===== src/rtl/wave_acq_pkg.sv =====
// -----------------------------------------------------------------------------
// wave_acq_pkg
// Shared definitions for the wave acquisition scheduler:
//   - one-hot state encodings for the write and read FSMs (IDLE = bit 0), so
//     the debug state outputs are easy to decode on a logic analyser
//   - default geometry constants used as parameter defaults by the top
//   - cnt_width(): width of a counter that must reach the value n inclusive
// -----------------------------------------------------------------------------
package wave_acq_pkg;

    localparam int WAVE_SIZE_DEF  = 32;
    localparam int CLS_CYCLES_DEF = 32;

    typedef enum logic [7:0] {
        W_IDLE = 8'b0000_0001,
        W_CAPT = 8'b0000_0010,
        W_PAD  = 8'b0000_0100
    } wr_state_e;

    typedef enum logic [7:0] {
        R_IDLE   = 8'b0000_0001,
        R_STREAM = 8'b0000_0010
    } rd_state_e;

    // Bits needed to hold 0..n inclusive.
    function automatic int cnt_width(input int n);
        return $clog2(n + 1);
    endfunction

endpackage


===== src/rtl/wave_acq_scheduler_if.sv =====
// -----------------------------------------------------------------------------
// wave_acq_scheduler_if
// Bus between the scheduler (master) and the SDRAM wave FIFO (slave).
//   o_fifo_wr / o_fifo_wr_data : write strobe + data, driven by the master
//   i_fifo_cach_full           : write back-pressure, driven by the FIFO
//   o_fifo_rd                  : level read request for one whole wave
//   o_fifo_cls_raddr           : read-address clear, held for several cycles
//   i_fifo_rd_data/i_fifo_rd_ef: read data and its valid
//   i_fifo_rd_done             : one-cycle pulse, one-wave read complete
//
// Handshake semantics: a write transfers on every cycle o_fifo_wr is high;
// there is no ready, the master only raises o_fifo_wr after seeing
// i_fifo_cach_full low in the previous cycle. A read word transfers on every
// cycle i_fifo_rd_ef is high while o_fifo_rd is high; the master always
// accepts it (no read back-pressure). i_fifo_rd_done ends the read request.
// -----------------------------------------------------------------------------
interface wave_acq_scheduler_if #(
    parameter int DATA_WIDTH = 16
);
    logic                  o_fifo_wr;
    logic [DATA_WIDTH-1:0] o_fifo_wr_data;
    logic                  i_fifo_cach_full;
    logic                  o_fifo_rd;
    logic                  o_fifo_cls_raddr;
    logic [DATA_WIDTH-1:0] i_fifo_rd_data;
    logic                  i_fifo_rd_ef;
    logic                  i_fifo_rd_done;

    modport master (
        output o_fifo_wr, o_fifo_wr_data, o_fifo_rd, o_fifo_cls_raddr,
        input  i_fifo_cach_full, i_fifo_rd_data, i_fifo_rd_ef, i_fifo_rd_done
    );

    modport slave (
        input  o_fifo_wr, o_fifo_wr_data, o_fifo_rd, o_fifo_cls_raddr,
        output i_fifo_cach_full, i_fifo_rd_data, i_fifo_rd_ef, i_fifo_rd_done
    );
endinterface


===== src/rtl/wave_acq_wr_fsm.sv =====
// -----------------------------------------------------------------------------
// wave_acq_wr_fsm
// Write side of the scheduler. On an accepted trigger it captures exactly
// WAVE_SIZE ADC strobes; samples that hit cache-full are dropped and later
// replaced by zero pads so the FIFO always receives a full wave.
// Ports:
//   i_clk, i_rst_n      clock, async active-low reset
//   arm_i, trig_i       trigger qualifier and start pulse
//   adc_valid_i/data_i  ADC sample strobe and value
//   cach_full_i         FIFO cache full
//   abort_i             clear: return to idle immediately, drop the wave
//   block_i             clear in progress: refuse new triggers
//   waves_full_i        stored-wave counter at its maximum
//   fifo_wr_o/data_o    registered FIFO write strobe and data
//   wave_done_o         one-cycle pulse: a full wave is in the FIFO
//   ovf_evt_o           one-cycle pulse: sample lost or trigger refused
//   state_o             current state (debug)
// -----------------------------------------------------------------------------
module wave_acq_wr_fsm
    import wave_acq_pkg::*;
#(
    parameter int WAVE_SIZE  = WAVE_SIZE_DEF,
    parameter int DATA_WIDTH = 16
) (
    input  logic                  i_clk,
    input  logic                  i_rst_n,
    input  logic                  arm_i,
    input  logic                  trig_i,
    input  logic                  adc_valid_i,
    input  logic [DATA_WIDTH-1:0] adc_data_i,
    input  logic                  cach_full_i,
    input  logic                  abort_i,
    input  logic                  block_i,
    input  logic                  waves_full_i,
    output logic                  fifo_wr_o,
    output logic [DATA_WIDTH-1:0] fifo_wr_data_o,
    output logic                  wave_done_o,
    output logic                  ovf_evt_o,
    output wr_state_e             state_o
);

    localparam int SC_W = $clog2(WAVE_SIZE);
    localparam int WC_W = cnt_width(WAVE_SIZE);

    wr_state_e             state_q, state_d;
    logic [SC_W-1:0]       sc_q, sc_d;      // ADC strobes seen this wave
    logic [WC_W-1:0]       wc_q, wc_d;      // FIFO writes issued this wave
    logic                  wr_q, wr_d;
    logic [DATA_WIDTH-1:0] wdata_q, wdata_d;

    logic trig_armed;
    assign trig_armed = trig_i & arm_i;

    always_ff @(posedge i_clk or negedge i_rst_n) begin
        if (!i_rst_n) begin
            state_q <= W_IDLE;
            sc_q    <= '0;
            wc_q    <= '0;
            wr_q    <= 1'b0;
            wdata_q <= '0;
        end else begin
            state_q <= state_d;
            sc_q    <= sc_d;
            wc_q    <= wc_d;
            wr_q    <= wr_d;
            wdata_q <= wdata_d;
        end
    end

    always_comb begin
        state_d     = state_q;
        sc_d        = sc_q;
        wc_d        = wc_q;
        wr_d        = 1'b0;
        wdata_d     = wdata_q;
        wave_done_o = 1'b0;
        ovf_evt_o   = 1'b0;

        if (abort_i) begin
            state_d = W_IDLE;
            sc_d    = '0;
            wc_d    = '0;
        end else begin
            case (state_q)
                W_IDLE: begin
                    if (trig_armed) begin
                        if (!waves_full_i && !block_i) begin
                            state_d = W_CAPT;
                            sc_d    = '0;
                            wc_d    = '0;
                        end else begin
                            ovf_evt_o = 1'b1;
                        end
                    end
                end

                W_CAPT: begin
                    if (trig_armed) ovf_evt_o = 1'b1;
                    if (adc_valid_i) begin
                        sc_d = sc_q + 1'b1;
                        if (cach_full_i) begin
                            ovf_evt_o = 1'b1;
                        end else begin
                            wr_d    = 1'b1;
                            wdata_d = adc_data_i;
                            wc_d    = wc_q + 1'b1;
                        end
                        // The last strobe ends capture whether or not it was written.
                        if (sc_q == SC_W'(WAVE_SIZE - 1)) state_d = W_PAD;
                    end
                end

                W_PAD: begin
                    if (trig_armed) ovf_evt_o = 1'b1;
                    // wc_q already includes the last capture write, so a loss-free
                    // wave leaves this state in its first cycle.
                    if (wc_q == WC_W'(WAVE_SIZE)) begin
                        wave_done_o = 1'b1;
                        state_d     = W_IDLE;
                    end else if (!cach_full_i) begin
                        wr_d    = 1'b1;
                        wdata_d = '0;
                        wc_d    = wc_q + 1'b1;
                    end
                end

                default: state_d = W_IDLE;
            endcase
        end
    end

    assign fifo_wr_o      = wr_q;
    assign fifo_wr_data_o = wdata_q;
    assign state_o        = state_q;

endmodule


===== src/rtl/wave_acq_scheduler.sv =====
// -----------------------------------------------------------------------------
// wave_acq_scheduler
// Sequences the SDRAM wave FIFO for one ultrasonic channel: triggers capture
// of fixed-size waves into the FIFO (wave_acq_wr_fsm), host requests read
// one wave back out as a framed stream, a counter tracks stored waves, and
// i_clear discards everything and pulses the FIFO read-address clear.
// Ports:
//   i_clk, i_rst_n           clock, async active-low reset
//   i_arm, i_trig            trigger qualifier and wave start pulse
//   i_adc_valid, i_adc_data  ADC sample strobe and value
//   i_host_req               level: request next stored wave
//   i_clear                  pulse: discard all stored waves
//   fifo                     FIFO bus (master side)
//   o_out_data/valid/sof/eof host stream, no back-pressure
//   o_waves                  stored-wave count
//   o_busy                   either FSM active or clear in progress
//   o_overflow, o_rd_err     sticky error flags, cleared by i_clear only
//   o_wr_state, o_rd_state   FSM states (debug)
// -----------------------------------------------------------------------------
module wave_acq_scheduler
    import wave_acq_pkg::*;
#(
    parameter int WAVE_SIZE  = WAVE_SIZE_DEF,
    parameter int DATA_WIDTH = 16,
    parameter int WCNT_WIDTH = 5,
    parameter int RD_TIMEOUT = 1024,
    parameter int CLS_CYCLES = CLS_CYCLES_DEF
) (
    input  logic                            i_clk,
    input  logic                            i_rst_n,
    input  logic                            i_arm,
    input  logic                            i_trig,
    input  logic                            i_adc_valid,
    input  logic [DATA_WIDTH-1:0]           i_adc_data,
    input  logic                            i_host_req,
    input  logic                            i_clear,
    wave_acq_scheduler_if.master            fifo,
    output logic [DATA_WIDTH-1:0]           o_out_data,
    output logic                            o_out_valid,
    output logic                            o_out_sof,
    output logic                            o_out_eof,
    output logic [WCNT_WIDTH-1:0]           o_waves,
    output logic                            o_busy,
    output logic                            o_overflow,
    output logic                            o_rd_err,
    output logic [7:0]                      o_wr_state,
    output logic [7:0]                      o_rd_state
);

    localparam int RC_W  = cnt_width(WAVE_SIZE);
    localparam int TM_W  = cnt_width(RD_TIMEOUT);
    localparam int CLS_W = cnt_width(CLS_CYCLES);

    // ---------------------------------------------------------------- state
    rd_state_e             rd_state_q, rd_state_d;
    logic [RC_W-1:0]       rc_q, rc_d;          // words forwarded this read
    logic [TM_W-1:0]       timer_q, timer_d;    // cycles spent in R_STREAM
    logic [DATA_WIDTH-1:0] out_data_q, out_data_d;
    logic                  out_valid_q, out_valid_d;
    logic                  out_sof_q, out_sof_d;
    logic                  out_eof_q, out_eof_d;
    logic [WCNT_WIDTH-1:0] waves_q, waves_d;
    logic [CLS_W-1:0]      cls_cnt_q, cls_cnt_d;
    logic                  ovf_q, ovf_d;
    logic                  rd_err_q, rd_err_d;

    logic                  clearing;            // read-address clear still running
    logic                  waves_full;
    logic                  wave_done;
    logic                  ovf_evt;
    logic                  rd_dec;
    logic                  rd_err_evt;
    wr_state_e             wr_state;

    assign clearing   = (cls_cnt_q != '0);
    assign waves_full = &waves_q;

    // ----------------------------------------------------------- write side
    wave_acq_wr_fsm #(
        .WAVE_SIZE  (WAVE_SIZE),
        .DATA_WIDTH (DATA_WIDTH)
    ) u_wr_fsm (
        .i_clk          (i_clk),
        .i_rst_n        (i_rst_n),
        .arm_i          (i_arm),
        .trig_i         (i_trig),
        .adc_valid_i    (i_adc_valid),
        .adc_data_i     (i_adc_data),
        .cach_full_i    (fifo.i_fifo_cach_full),
        .abort_i        (i_clear),
        .block_i        (clearing),
        .waves_full_i   (waves_full),
        .fifo_wr_o      (fifo.o_fifo_wr),
        .fifo_wr_data_o (fifo.o_fifo_wr_data),
        .wave_done_o    (wave_done),
        .ovf_evt_o      (ovf_evt),
        .state_o        (wr_state)
    );

    // ------------------------------------------------------------ registers
    always_ff @(posedge i_clk or negedge i_rst_n) begin
        if (!i_rst_n) begin
            rd_state_q  <= R_IDLE;
            rc_q        <= '0;
            timer_q     <= '0;
            out_data_q  <= '0;
            out_valid_q <= 1'b0;
            out_sof_q   <= 1'b0;
            out_eof_q   <= 1'b0;
            waves_q     <= '0;
            cls_cnt_q   <= '0;
            ovf_q       <= 1'b0;
            rd_err_q    <= 1'b0;
        end else begin
            rd_state_q  <= rd_state_d;
            rc_q        <= rc_d;
            timer_q     <= timer_d;
            out_data_q  <= out_data_d;
            out_valid_q <= out_valid_d;
            out_sof_q   <= out_sof_d;
            out_eof_q   <= out_eof_d;
            waves_q     <= waves_d;
            cls_cnt_q   <= cls_cnt_d;
            ovf_q       <= ovf_d;
            rd_err_q    <= rd_err_d;
        end
    end

    // ------------------------------------------------- read FSM next state
    always_comb begin
        rd_state_d  = rd_state_q;
        rc_d        = rc_q;
        timer_d     = timer_q;
        out_data_d  = out_data_q;
        out_valid_d = 1'b0;
        out_sof_d   = 1'b0;
        out_eof_d   = 1'b0;
        rd_dec      = 1'b0;
        rd_err_evt  = 1'b0;

        if (i_clear) begin
            rd_state_d = R_IDLE;
            rc_d       = '0;
            timer_d    = '0;
        end else begin
            case (rd_state_q)
                R_IDLE: begin
                    if (i_host_req && (waves_q != '0) && !clearing) begin
                        rd_state_d = R_STREAM;
                        rc_d       = '0;
                        timer_d    = '0;
                    end
                end

                R_STREAM: begin
                    timer_d = timer_q + 1'b1;
                    if (fifo.i_fifo_rd_ef) begin
                        if (rc_q != RC_W'(WAVE_SIZE)) begin
                            out_data_d  = fifo.i_fifo_rd_data;
                            out_valid_d = 1'b1;
                            out_sof_d   = (rc_q == '0);
                            out_eof_d   = (rc_q == RC_W'(WAVE_SIZE - 1));
                            rc_d        = rc_q + 1'b1;
                        end else begin
                            // Surplus word beyond one wave: drop and flag.
                            rd_err_evt = 1'b1;
                        end
                    end
                    // Done wins over a timeout landing in the same cycle; rc_d
                    // counts a word arriving together with done.
                    if (fifo.i_fifo_rd_done) begin
                        rd_state_d = R_IDLE;
                        rd_dec     = 1'b1;
                        if (rc_d != RC_W'(WAVE_SIZE)) rd_err_evt = 1'b1;
                    end else if (timer_q == TM_W'(RD_TIMEOUT - 1)) begin
                        rd_state_d = R_IDLE;
                        rd_err_evt = 1'b1;
                    end
                end

                default: rd_state_d = R_IDLE;
            endcase
        end
    end

    // ------------------------------------- wave count, clear, sticky flags
    always_comb begin
        waves_d   = waves_q;
        cls_cnt_d = cls_cnt_q;
        ovf_d     = ovf_q | ovf_evt;
        rd_err_d  = rd_err_q | rd_err_evt;

        if (i_clear) begin
            waves_d   = '0;
            cls_cnt_d = CLS_W'(CLS_CYCLES);
            ovf_d     = 1'b0;
            rd_err_d  = 1'b0;
        end else begin
            // Store and retire in the same cycle cancel out.
            case ({wave_done, rd_dec})
                2'b10:   waves_d = waves_q + 1'b1;
                2'b01:   waves_d = waves_q - 1'b1;
                default: waves_d = waves_q;
            endcase
            if (clearing) cls_cnt_d = cls_cnt_q - 1'b1;
        end
    end

    // -------------------------------------------------------------- outputs
    assign fifo.o_fifo_rd        = (rd_state_q == R_STREAM);
    assign fifo.o_fifo_cls_raddr = clearing;

    assign o_out_data  = out_data_q;
    assign o_out_valid = out_valid_q;
    assign o_out_sof   = out_sof_q;
    assign o_out_eof   = out_eof_q;
    assign o_waves     = waves_q;
    assign o_busy      = (wr_state != W_IDLE) | (rd_state_q != R_IDLE) | clearing;
    assign o_overflow  = ovf_q;
    assign o_rd_err    = rd_err_q;
    assign o_wr_state  = wr_state;
    assign o_rd_state  = rd_state_q;

endmodule

===== src/flat_wrapper.sv =====
// flat-port wrapper written by rule: the top's interface ports become plain ports
module wave_acq_scheduler_flat import wave_acq_pkg::*;
#(
    parameter int WAVE_SIZE  = WAVE_SIZE_DEF,
    parameter int DATA_WIDTH = 16,
    parameter int WCNT_WIDTH = 5,
    parameter int RD_TIMEOUT = 1024,
    parameter int CLS_CYCLES = CLS_CYCLES_DEF
)
  (i_clk, i_rst_n, i_arm, i_trig, i_adc_valid, i_adc_data, i_host_req, i_clear, o_out_data, o_out_valid, o_out_sof, o_out_eof, o_waves, o_busy, o_overflow, o_rd_err, o_wr_state, o_rd_state, fifo_o_fifo_wr, fifo_o_fifo_wr_data, fifo_o_fifo_rd, fifo_o_fifo_cls_raddr, fifo_i_fifo_cach_full, fifo_i_fifo_rd_data, fifo_i_fifo_rd_ef, fifo_i_fifo_rd_done);
  wave_acq_scheduler_if #(.DATA_WIDTH(DATA_WIDTH)) fifo_i ();
  input  logic i_clk;
  input  logic i_rst_n;
  input  logic i_arm;
  input  logic i_trig;
  input  logic i_adc_valid;
  input  logic [DATA_WIDTH-1:0] i_adc_data;
  input  logic i_host_req;
  input  logic i_clear;
  output logic [DATA_WIDTH-1:0] o_out_data;
  output logic o_out_valid;
  output logic o_out_sof;
  output logic o_out_eof;
  output logic [WCNT_WIDTH-1:0] o_waves;
  output logic o_busy;
  output logic o_overflow;
  output logic o_rd_err;
  output logic [7:0] o_wr_state;
  output logic [7:0] o_rd_state;
  output wire logic [$bits(fifo_i.o_fifo_wr)-1:0] fifo_o_fifo_wr;
  output wire logic [$bits(fifo_i.o_fifo_wr_data)-1:0] fifo_o_fifo_wr_data;
  output wire logic [$bits(fifo_i.o_fifo_rd)-1:0] fifo_o_fifo_rd;
  output wire logic [$bits(fifo_i.o_fifo_cls_raddr)-1:0] fifo_o_fifo_cls_raddr;
  input wire logic [$bits(fifo_i.i_fifo_cach_full)-1:0] fifo_i_fifo_cach_full;
  input wire logic [$bits(fifo_i.i_fifo_rd_data)-1:0] fifo_i_fifo_rd_data;
  input wire logic [$bits(fifo_i.i_fifo_rd_ef)-1:0] fifo_i_fifo_rd_ef;
  input wire logic [$bits(fifo_i.i_fifo_rd_done)-1:0] fifo_i_fifo_rd_done;
  assign fifo_o_fifo_wr = fifo_i.o_fifo_wr;
  assign fifo_o_fifo_wr_data = fifo_i.o_fifo_wr_data;
  assign fifo_o_fifo_rd = fifo_i.o_fifo_rd;
  assign fifo_o_fifo_cls_raddr = fifo_i.o_fifo_cls_raddr;
  assign fifo_i.i_fifo_cach_full = fifo_i_fifo_cach_full;
  assign fifo_i.i_fifo_rd_data = fifo_i_fifo_rd_data;
  assign fifo_i.i_fifo_rd_ef = fifo_i_fifo_rd_ef;
  assign fifo_i.i_fifo_rd_done = fifo_i_fifo_rd_done;
  wave_acq_scheduler #(.WAVE_SIZE(WAVE_SIZE), .DATA_WIDTH(DATA_WIDTH), .WCNT_WIDTH(WCNT_WIDTH), .RD_TIMEOUT(RD_TIMEOUT), .CLS_CYCLES(CLS_CYCLES)) u_core (.i_clk(i_clk), .i_rst_n(i_rst_n), .i_arm(i_arm), .i_trig(i_trig), .i_adc_valid(i_adc_valid), .i_adc_data(i_adc_data), .i_host_req(i_host_req), .i_clear(i_clear), .fifo(fifo_i), .o_out_data(o_out_data), .o_out_valid(o_out_valid), .o_out_sof(o_out_sof), .o_out_eof(o_out_eof), .o_waves(o_waves), .o_busy(o_busy), .o_overflow(o_overflow), .o_rd_err(o_rd_err), .o_wr_state(o_wr_state), .o_rd_state(o_rd_state));
endmodule

===== config.mk =====
export PLATFORM = sky130hd
export DESIGN_NAME = wave_acq_scheduler_flat
export DESIGN_NICKNAME = d
export VERILOG_FILES = /design/src/rtl/wave_acq_pkg.sv /design/src/rtl/wave_acq_scheduler_if.sv /design/src/rtl/wave_acq_wr_fsm.sv /design/src/rtl/wave_acq_scheduler.sv /design/src/flat_wrapper.sv
export SDC_FILE = /design/constraint.sdc
export NUM_CORES = 1
export LEC_CHECK = 0
export CAP_MARGIN = 20
export CORE_ASPECT_RATIO = 2
export CORE_MARGIN = 2
export CORE_UTILIZATION = 45
export DETAILED_ROUTE_END_ITERATION = 10
export HOLD_SLACK_MARGIN = 0.02
export PLACE_DENSITY = 0.74
export SKIP_LAST_GASP = 1
export SLEW_MARGIN = 20
export SYNTH_ARGS = -nofsm -noshare
export SYNTH_HDL_FRONTEND = slang
export SYNTH_HIERARCHICAL = 1
export SYNTH_SLANG_ARGS = --single-unit
export TNS_END_PERCENT = 50

===== constraint.sdc =====
create_clock -name i_clk -period 3.1 [get_ports i_clk]
set_clock_uncertainty 0.2 [all_clocks]
set_input_delay 0.31 -clock i_clk [delete_from_list [all_inputs] [get_ports i_clk]]
set_output_delay 0.31 -clock i_clk [all_outputs]
set_load 0.02 [all_outputs]

Fig. 1: run 1, sequential cells grouped by signal name
Other sequential cells in the stronger gray, the rest of the logic in the fainter gray.
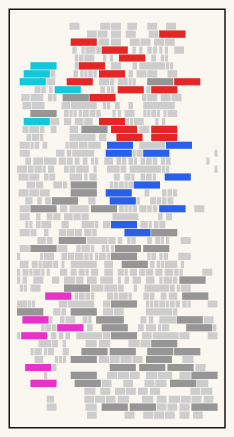
legend:
  red:
    signal: u_core/u_wr_fsm/fifo_wr_data_o
    sequential_cells: 16
    where: top center
  cyan:
    signal: u_core/u_wr_fsm/sc_q
    sequential_cells: 5
    where: upper left
  blue:
    signal: u_core/timer_q
    sequential_cells: 11
    where: center
  magenta:
    signal: u_core/cls_cnt_q
    sequential_cells: 6
    where: lower left
not colored: 44
Seq power: 1240 uW
sequential fraction of total cell area: 35.9%
register area: 2050 um2
Final Util: 61.0%

Fig. 2: run 1, routed metal, one color a layer
Two of the layers only.
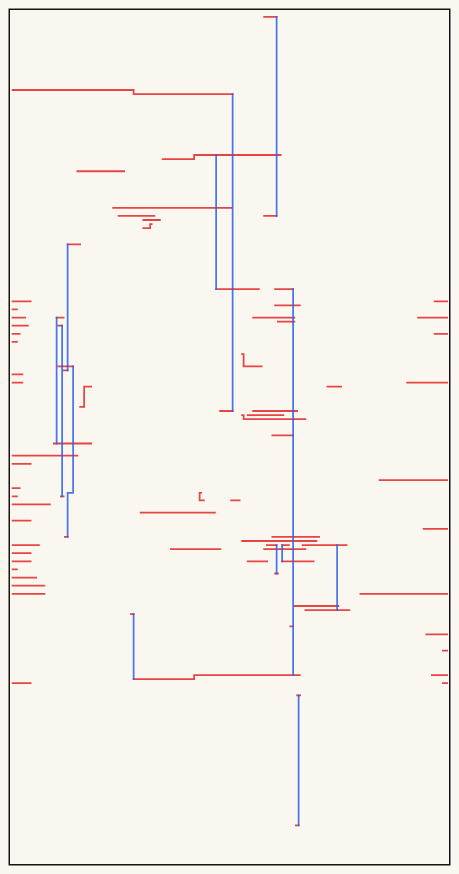
legend:
  blue:
    layer: M4
    wire_length: 325 um
  red:
    layer: M3
    wire_length: 415 um
routed len/inst: 16.2 um
routed vias: 3723
final wirelength: 10700 um
total track usage: 21.4%

Fig. 3: run 1, signal wires on met3
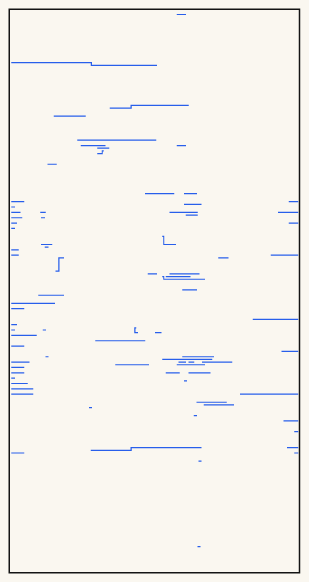
wire length on this layer: 415 um
nets with wire on the layer: 64
met3 global-route usage: 3.46%

Fig. 4: run 1, routing congestion
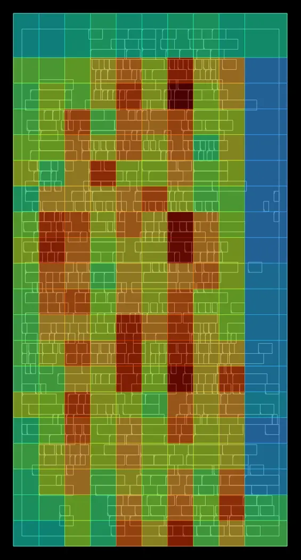
Most Used Layer, Global Route: met2
met1 Use GR: 24.6%
met2 GRT Util: 37.4%

## run 1: synthesized netlist by cell type, drive strengths merged (5+ instances only)
master	number
nand4	6
clkbuf	6
nand2b	7
a22o	5
nand3	28
nor3	15
mux2	17
nand2	64
nor2b	6
ha	11
and3	9
a211oi	5
a31oi	7
xnor2	8
buf	26
o21ai	33
nor2	29
dfrtp	80
a21oi	16
inv	15
## run 1: what timing repair did
| action | CTS | global route |
|---|---|---|
| hold buffers | 1 | 0 |
| resized | 0 | 4 |
| buffers inserted | 0 | 2 |
| endpoints found under the setup margin | 0 | 1 |
| endpoints found under the hold margin | 36 | 0 |
## run 1: metrics by stage
| stage | hold slack (ns) | instance area [um2] | utilization, % | power (uW) |
|---|---|---|---|---|
| CTS | 0.268 | 5690 | 60.6 | 3250 |
| global route | 0.282 | 5720 | 61.0 | 3400 |
| finish | 0.265 | 5720 | 61.0 | 3230 |
| global placement | 0.122 | 5350 | 57.0 | 2060 |
| detailed placement | 0.121 | 5350 | 57.0 | 2080 |
| floorplan | -0.186 | 4390 | - | 1740 |
## run 1: layout make-up
type	instances	share of cell area (%)
clock inverters	6	1.57
well taps	104	2.27
clock buffers	10	4.18
inverters	16	1.07
multi-input cells	330	36.4
flip-flops and latches	82	35.9
repair buffers	111	18.6
## run 1: state kept, by name, indices dropped and copies added, names as in the netlist
register and flops:
u_core/o_out_data 16, u_core/u_wr_fsm/sc_q 5, u_core/o_rd_state 2, u_core/cls_cnt_q 6
u_core/o_out_eof 1, u_core/u_wr_fsm/wc_q 6, u_core/o_out_sof 1, u_core/o_rd_err 1
u_core/o_out_valid 1, u_core/u_wr_fsm/state_o 3, u_core/timer_q 11, u_core/u_wr_fsm/fifo_wr_data_o 16
u_core/u_wr_fsm/fifo_wr_o 1, u_core/rc_q 6, u_core/o_waves 5, u_core/o_overflow 1
## run 1: metal layers
layer | global-route usage, % | wire [um] | vias up
met3 | 3.46 | 414 | 28
met1 | 24.6 | 3960 | 1826
met4 | 10.5 | 324 | 0
li1 | - | - | 1754
met5 | 0 | 0 | -
met2 | 37.4 | 5960 | 115
## run 1: worst register-to-register path: stages (launching register included)
cell and delay (ns):
dfrtp_1 0.38, inv_1 0.06, ha_1 0.17, nand2_1 0.10, nor4_4 0.06, nor3b_4 0.16
nand3b_1 0.19, buf_4 0.17, fa_1 0.40, nor2b_1 0.15, o21ai_1 0.09, and3_1 0.20
nor3_2 0.16, mux2_2 0.34
## run 1: logic make-up after synthesis
family / after synthesis / synth area share, %
buffers and inverters: 48 / 6.19
muxes: 18 / 4.64
DFF: 82 / 47.3
adders and majority gates: 12 / 3.63
AOI/OAI and AO/OA: 86 / 13.0
other: 2 / 0.173
and+or+nand+nor: 193 / 23.0
xor gates and xnor gates: 10 / 2.02
## run 1: power groups by stage
stage | combinational [uW] | sequential, uW | clock (uW)
detailed placement | 814 | 1260 | 0
finish | 813 | 1240 | 1170
global route | 893 | 1260 | 1250
floorplan | 396 | 1350 | 0
CTS | 817 | 1240 | 1190
global placement | 802 | 1260 | 0
==> flow_metrics.env, run 1 <==
# flow metrics
export IMPL_p_seq_share_pct=38.5
export IMPL_mostFrequentLayoutCell="clkdlybuf4s50_1"
export IMPL_grt_pass1_vias=3720
export IMPL_min_to="u_core/u_wr_fsm/fifo_wr_data_o[13]"
export IMPL_setup_violations=0
export IMPL_rows=50
export IMPL_critPathKind="flip-flop to flip-flop"
export IMPL_hold_violations=0
export IMPL_detail_route_antenna_nets=0
export IMPL_top_cell_area_share_pct=46.1
export IMPL_htreeDepth=3
export IMPL_leakage_uw=0.00260
export IMPL_final_nets=604
export IMPL_ioPinCount=104
export IMPL_critical_path_top_delay_family="simple AND/OR/NAND/NOR gates"
export IMPL_insertion_delay_ns=0.34
export IMPL_hpwl_um=7720
export IMPL_fin_crit_ns=2.94
export IMPL_max_freq_mhz=340
export IMPL_synth_cell_type_count=66
export IMPL_syn_inst=451
export IMPL_required_ns=3.13
export IMPL_peakVddDrop_uv=407
export IMPL_fp_util_pct=46.3
export IMPL_warnings=28
export IMPL_timing_final_ws_setup_ns=0.161
export IMPL_drc=0
export IMPL_synth_flop_count=82
export IMPL_finalClockPeriodUsage_pct=94.8
export IMPL_r2r_end="u_core/o_waves[4]"
export IMPL_crit_start="u_core/u_wr_fsm/wc_q[1]"
export IMPL_first_pass_iters=5
export IMPL_chip_area_um2=10500
export IMPL_syn_to_final_growth_pct=31.7
export IMPL_holdPathStages=2
export IMPL_crit_arrival_ns=2.97
export IMPL_synth_area_um2=4340
export IMPL_switchingPower_uw=953
export IMPL_cp_cell_sequence="inv_1 > ha_1 > nand2_1 > nor4_4 > nor3b_4 > nand3b_1 > buf_4 > fa_1 > nor2b_1 > o21ai_1 > and3_1 > nor3_2 > mux2_2"
export IMPL_cts_tree="done"
export IMPL_slowest_stage="fa_1"
export IMPL_vias_per_cell=5.65
export IMPL_clockPowerShare_pct=36.3
export IMPL_outcome="finished, final reports clean"
export IMPL_area_leaders="dfrtp_1, nand2_1, mux2_2"
export IMPL_max_stage_delay_ns=0.40
export IMPL_edf_count=0
export IMPL_hp_start="u_core/u_wr_fsm/fifo_wr_data_o[13]"
export IMPL_switching_share_pct=29.5
export IMPL_cp_depth=13
export IMPL_synth_top_flop_cell="dfrtp_1"
export IMPL_ys_chip_area_um2=4340
export IMPL_core_area_um2=9380
export IMPL_grt_max_degree=41
export IMPL_setup_tns_ns=0
export IMPL_ys_cells=451
export IMPL_drive_above_1_share_pct=12.6
export IMPL_synth_top_cell_by_area="dfrtp_1"
export IMPL_clk_pin_slew_ns=0.06
export IMPL_end_kind="flip-flop"
export IMPL_yosys_warnings=6
export IMPL_combGateArea_um2=2080
export IMPL_ys_seq_share_pct=47.3
export IMPL_antenna_found_initial=0
export IMPL_diodes=0
export IMPL_rsz0062_at_grt="no"
export IMPL_critPathLaunchType="flip-flop"
export IMPL_maxCapViolations=0
export IMPL_postSynth_asyncResetShare_pct=100
export IMPL_crit_buf_inv=2
export IMPL_power_internal_uw=2270
export IMPL_rr_worst_depth=13
export IMPL_r2r_start="u_core/u_wr_fsm/wc_q[1]"
export IMPL_die_w_um=73.5
export IMPL_powerDensity_nw_per_um2=564
export IMPL_final_max_slew_viol_count=0
export IMPL_fill_cells=773
export IMPL_slew_headroom_pct=33.8
export IMPL_gp_congestion=0.818
export IMPL_syn_area_per_cell_um2=9.63
export IMPL_p_comb_share_pct=25.2
export IMPL_pre_cts_ws_ns=0.103
export IMPL_rrSetupSlack_ns=0.16
export IMPL_grt_overflow_total=0
export IMPL_hold_class="flip-flop to flip-flop"
export IMPL_cts_buffers_inserted=9
export IMPL_tightest_slew_ns=0.991
export IMPL_clk_path_buf_depth=2
export IMPL_lay_top_cells="clkdlybuf4s50_1, dfrtp_1, nand2_1"
export IMPL_root_buffer="clkbuf_16"
export IMPL_grt_pass1_wl_um=17500
--- run 2 (diff from run 1) ---
--- a/config.mk
+++ b/config.mk
@@ -5,7 +5,7 @@
 export SDC_FILE = /design/constraint.sdc
 export NUM_CORES = 1
 export LEC_CHECK = 0
-export CAP_MARGIN = 20
+export CAP_MARGIN = 40
 export CORE_ASPECT_RATIO = 2
 export CORE_MARGIN = 2
 export CORE_UTILIZATION = 45
Fig. 5: run 2, signal wires on met3
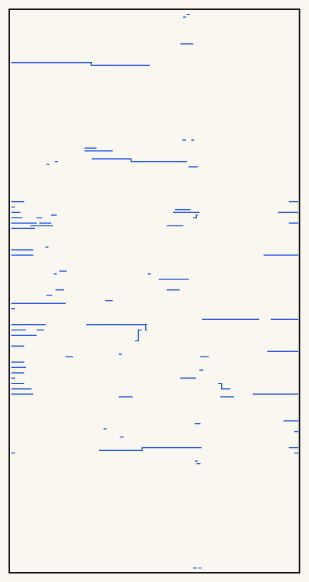
nets with wire on the layer: 64
main direction: horizontal
share of all routed wire: 3.2%
longest straight run: 20.2 um
wire length on this layer: 346 um
met3 global-route usage: 4.02%
routed vias: 3732
final wirelength: 10800 um

==> run 2 against run 1 <==
Area after synthesis unchanged. First-iteration DRC count increased by 6.3%. Sequential power about the same. Synthesized cell count unchanged. Global-route usage increased by 0.19 points. Critical path depth unchanged. Wire length increased by 1.2%. Worst hold slack improved by 0.0019 ns. Non-clock buffer count increased by 3. Design area increased by 0.20%. Largest cell class unchanged. Highest routed layer unchanged.
==> flow_metrics.env, run 2 <==
# flow metrics
export IMPL_outcome="finished, final reports clean"
export IMPL_adder_share_pct=3.63
export IMPL_mostFrequentLayoutCell="clkdlybuf4s50_1"
export IMPL_hold_class="flip-flop to flip-flop"
export IMPL_wire_per_inst_um=16.3
export IMPL_lay_top_cells="clkdlybuf4s50_1, dfrtp_1, nand2_1"
export IMPL_leakage_uw=0.00260
export IMPL_setup_violations=0
export IMPL_final_nets=607
export IMPL_insertion_delay_ns=0.33
export IMPL_rsz0062_at_grt="no"
export IMPL_rr_worst_depth=13
export IMPL_grt_total_usage_pct=21.6
export IMPL_p_seq_share_pct=39.2
export IMPL_yosys_warnings=6
export IMPL_rows=50
export IMPL_hp_start="u_core/u_wr_fsm/fifo_wr_data_o[2]"
export IMPL_diodes=0
export IMPL_edf_count=0
export IMPL_first_pass_iters=7
export IMPL_synth_area_um2=4340
export IMPL_clk_path_buf_depth=2
export IMPL_fp_util_pct=46.3
export IMPL_chip_area_um2=10500
export IMPL_core_area_um2=9380
export IMPL_synth_top_flop_cell="dfrtp_1"
export IMPL_detail_route_antenna_nets=0
export IMPL_dp_cells=641
export IMPL_max_freq_mhz=339
export IMPL_yosys_top_cells_count="dfrtp_1, nand2_1, nor2_1, nand3_1, o21ai_0"
export IMPL_r2r_start="u_core/u_wr_fsm/wc_q[1]"
export IMPL_ys_cells=451
export IMPL_gp_congestion=0.818
export IMPL_warnings=28
export IMPL_drt_initial_drc_count=335
export IMPL_critical_path_top_delay_family="simple AND/OR/NAND/NOR gates"
export IMPL_grt_pass1_vias=3789
export IMPL_ys_seq_share_pct=47.3
export IMPL_area_leaders="dfrtp_1, nand2_1, mux2_2"
export IMPL_crit_arrival_ns=2.97
export IMPL_finalNonFillerCells=662
export IMPL_ioPinCount=104
export IMPL_maxCapViolations=0
export IMPL_max_stage_delay_ns=0.40
export IMPL_top_cell_area_share_pct=46.1
export IMPL_grt_overflow_total=0
export IMPL_ys_sh_mux_pct=4.64
export IMPL_required_ns=3.12
export IMPL_clockPowerShare_pct=35.0
export IMPL_crit_top_cell="inv_1"
export IMPL_cts_tree="done"
export IMPL_synth_top_cell_by_area="dfrtp_1"
export IMPL_p_comb_share_pct=25.8
export IMPL_holdWs_ns=0.267
export IMPL_ys_chip_area_um2=4340
export IMPL_antenna_found_initial=0
export IMPL_topCombFamilyByArea="simple AND/OR/NAND/NOR gates"
export IMPL_clk_pin_slew_ns=0.06
export IMPL_crit_buf_inv=2
export IMPL_critPathLaunchType="flip-flop"
export IMPL_path_max_fanout=3
export IMPL_min_to="u_core/u_wr_fsm/fifo_wr_data_o[2]"
export IMPL_aoi_share_pct=13.0
export IMPL_cts_buffers_inserted=9
export IMPL_grt_max_degree=41
export IMPL_fill_cells=773
export IMPL_root_buffer="clkbuf_16"
export IMPL_cts_sinks=82
export IMPL_hold_violations=0
export IMPL_syn_inst=451
export IMPL_cp_cell_sequence="inv_1 > ha_1 > nand2_1 > nor4_4 > nor3b_4 > nand3b_1 > inv_1 > ha_4 > nor2b_1 > o21ai_1 > and3_1 > nor3_2 > mux2_2"
export IMPL_r2r_end="u_core/o_waves[4]"
export IMPL_hpwl_um=7710
export IMPL_rrSetupSlack_ns=0.15
export IMPL_tightest_slew_ns=0.646
export IMPL_switchingPower_uw=952
export IMPL_syn_area_per_cell_um2=9.63
export IMPL_htreeDepth=3
export IMPL_setup_tns_ns=0
export IMPL_finalClockPeriodUsage_pct=95.1
export IMPL_slew_headroom_pct=56.9
export IMPL_synth_xor_area_share_pct=2.02
export IMPL_switching_share_pct=30.0
export IMPL_drive_above_1_share_pct=13.1
export IMPL_syn_to_final_growth_pct=32.0
export IMPL_end_kind="flip-flop"
export IMPL_vias_per_cell=5.64
export IMPL_slowest_stage="dfrtp_1"
export IMPL_synth_cell_type_count=66
export IMPL_powerDensity_nw_per_um2=553
export IMPL_fin_crit_ns=2.95
export IMPL_peakVddDrop_uv=393
export IMPL_power_internal_uw=2220
export IMPL_holdPathStages=2
export IMPL_drc=0
export IMPL_synth_flop_count=82
export IMPL_ys_sh_simple_pct=23.0
export IMPL_final_max_slew_viol_count=0
export IMPL_grt_pass1_wl_um=17600
export IMPL_yosysMostFrequentCell="dfrtp_1"
export IMPL_critPathKind="flip-flop to flip-flop"
export IMPL_postSynth_asyncResetShare_pct=100
Fig. 6: run 2, I/O pins on the die edge
Pins as bars across the die edge, other pins in gray.
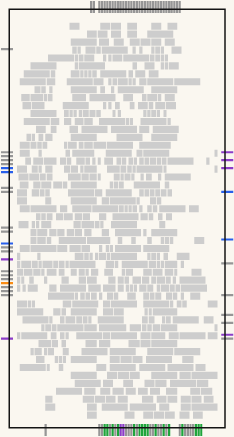
legend:
  orange:
    port: o_busy
    pins: 1
    direction: output
    edge: left
  blue:
    port: o_waves
    pins: 5
    direction: output
    edge: 3 left, 2 right
  purple:
    port: o_rd_state
    pins: 8
    direction: output
    edge: 4 right, 2 bottom, 2 left
  green:
    port: o_out_data
    pins: 16
    direction: output
    edge: bottom
all pins by edge: 37 bottom, 33 top, 23 left, 11 right
port bufs: 92
die span in y: 143 um
die width: 73.5 um

## run 2: cell counts after synthesis
No cell type changed its count.
## run 2: layer usage
metal	wire length (um)	track usage, %	vias to the layer above	part of all wire, %
li1	-	-	1770	-
met1	3990	23.5	1824	37
met2	6000	37.5	106	56
met3	346	4.02	32	3.2
met4	461	13.0	0	4.3
met5	0	0	-	0
## run 2: logic make-up after synthesis
group           Yosys count
flops                    82
fa+ha+maj                12
xor+xnor                 10
simple gates            193
buf+inv                  48
mux                      18
compound gates           86
other cells               2
## run 2: worst max-delay path by stage
stage | endpoint | cells past startpoint | startpoint | slack [ns]
floorplan | u_core/o_waves[4] | 11 | u_core/u_wr_fsm/state_o[1] | 0.02
finish | u_core/o_waves[4] | 13 | u_core/u_wr_fsm/wc_q[1] | 0.15
global placement | u_core/o_waves[4] | 10 | i_clear | 0.17
detailed placement | u_core/o_waves[4] | 10 | i_clear | 0.12
global route | u_core/o_waves[4] | 13 | u_core/u_wr_fsm/wc_q[1] | 0.03
CTS | u_core/o_waves[4] | 13 | u_core/u_wr_fsm/wc_q[1] | 0.08
## run 2: layout make-up
cell class | count | area [um2] | area share [%]
multi-input combinational | 330 | 2080 | 36.4
timing repair buffer | 114 | 1090 | 18.9
inverter | 16 | 61.3 | 1.07
clock buffer | 11 | 253 | 4.41
tap | 104 | 130 | 2.27
sequential | 82 | 2050 | 35.8
clock inverter | 5 | 62.6 | 1.09
## run 2: repair_timing
item | CTS | global route
buffers inserted | 0 | 4
setup endpoints to repair | 0 | 1
hold buffers | 1 | 0
gates resized | 0 | 4
endpoints found under the hold margin | 36 | 0
## run 2: power by group through the flow
stage	sequential (uW)	combinational, uW	clock (uW)
final	1240	818	1110
after global routing	1260	892	1180
after CTS	1240	820	1130
after detailed placement	1260	813	0
after global placement	1260	802	0
after floorplan	1350	396	0
## run 2: tightest hold or removal path: stages (launching register included)
cell and delay (ns):
dfrtp_1 0.34, nand2_1 0.05, nand2_1 0.05
## run 2: through the flow
stage / setup WS, ns / utilization, % / area, um2 / power (uW)
after floorplan: 0.0158 / - / 4390 / 1740
after global placement: 0.170 / 57.0 / 5350 / 2060
after detailed placement: 0.118 / 57.1 / 5360 / 2080
after CTS: 0.0762 / 60.5 / 5680 / 3190
after global routing: 0.0321 / 61.1 / 5730 / 3330
final: 0.151 / 61.1 / 5730 / 3170
Power and IR drop assume default switching activity.
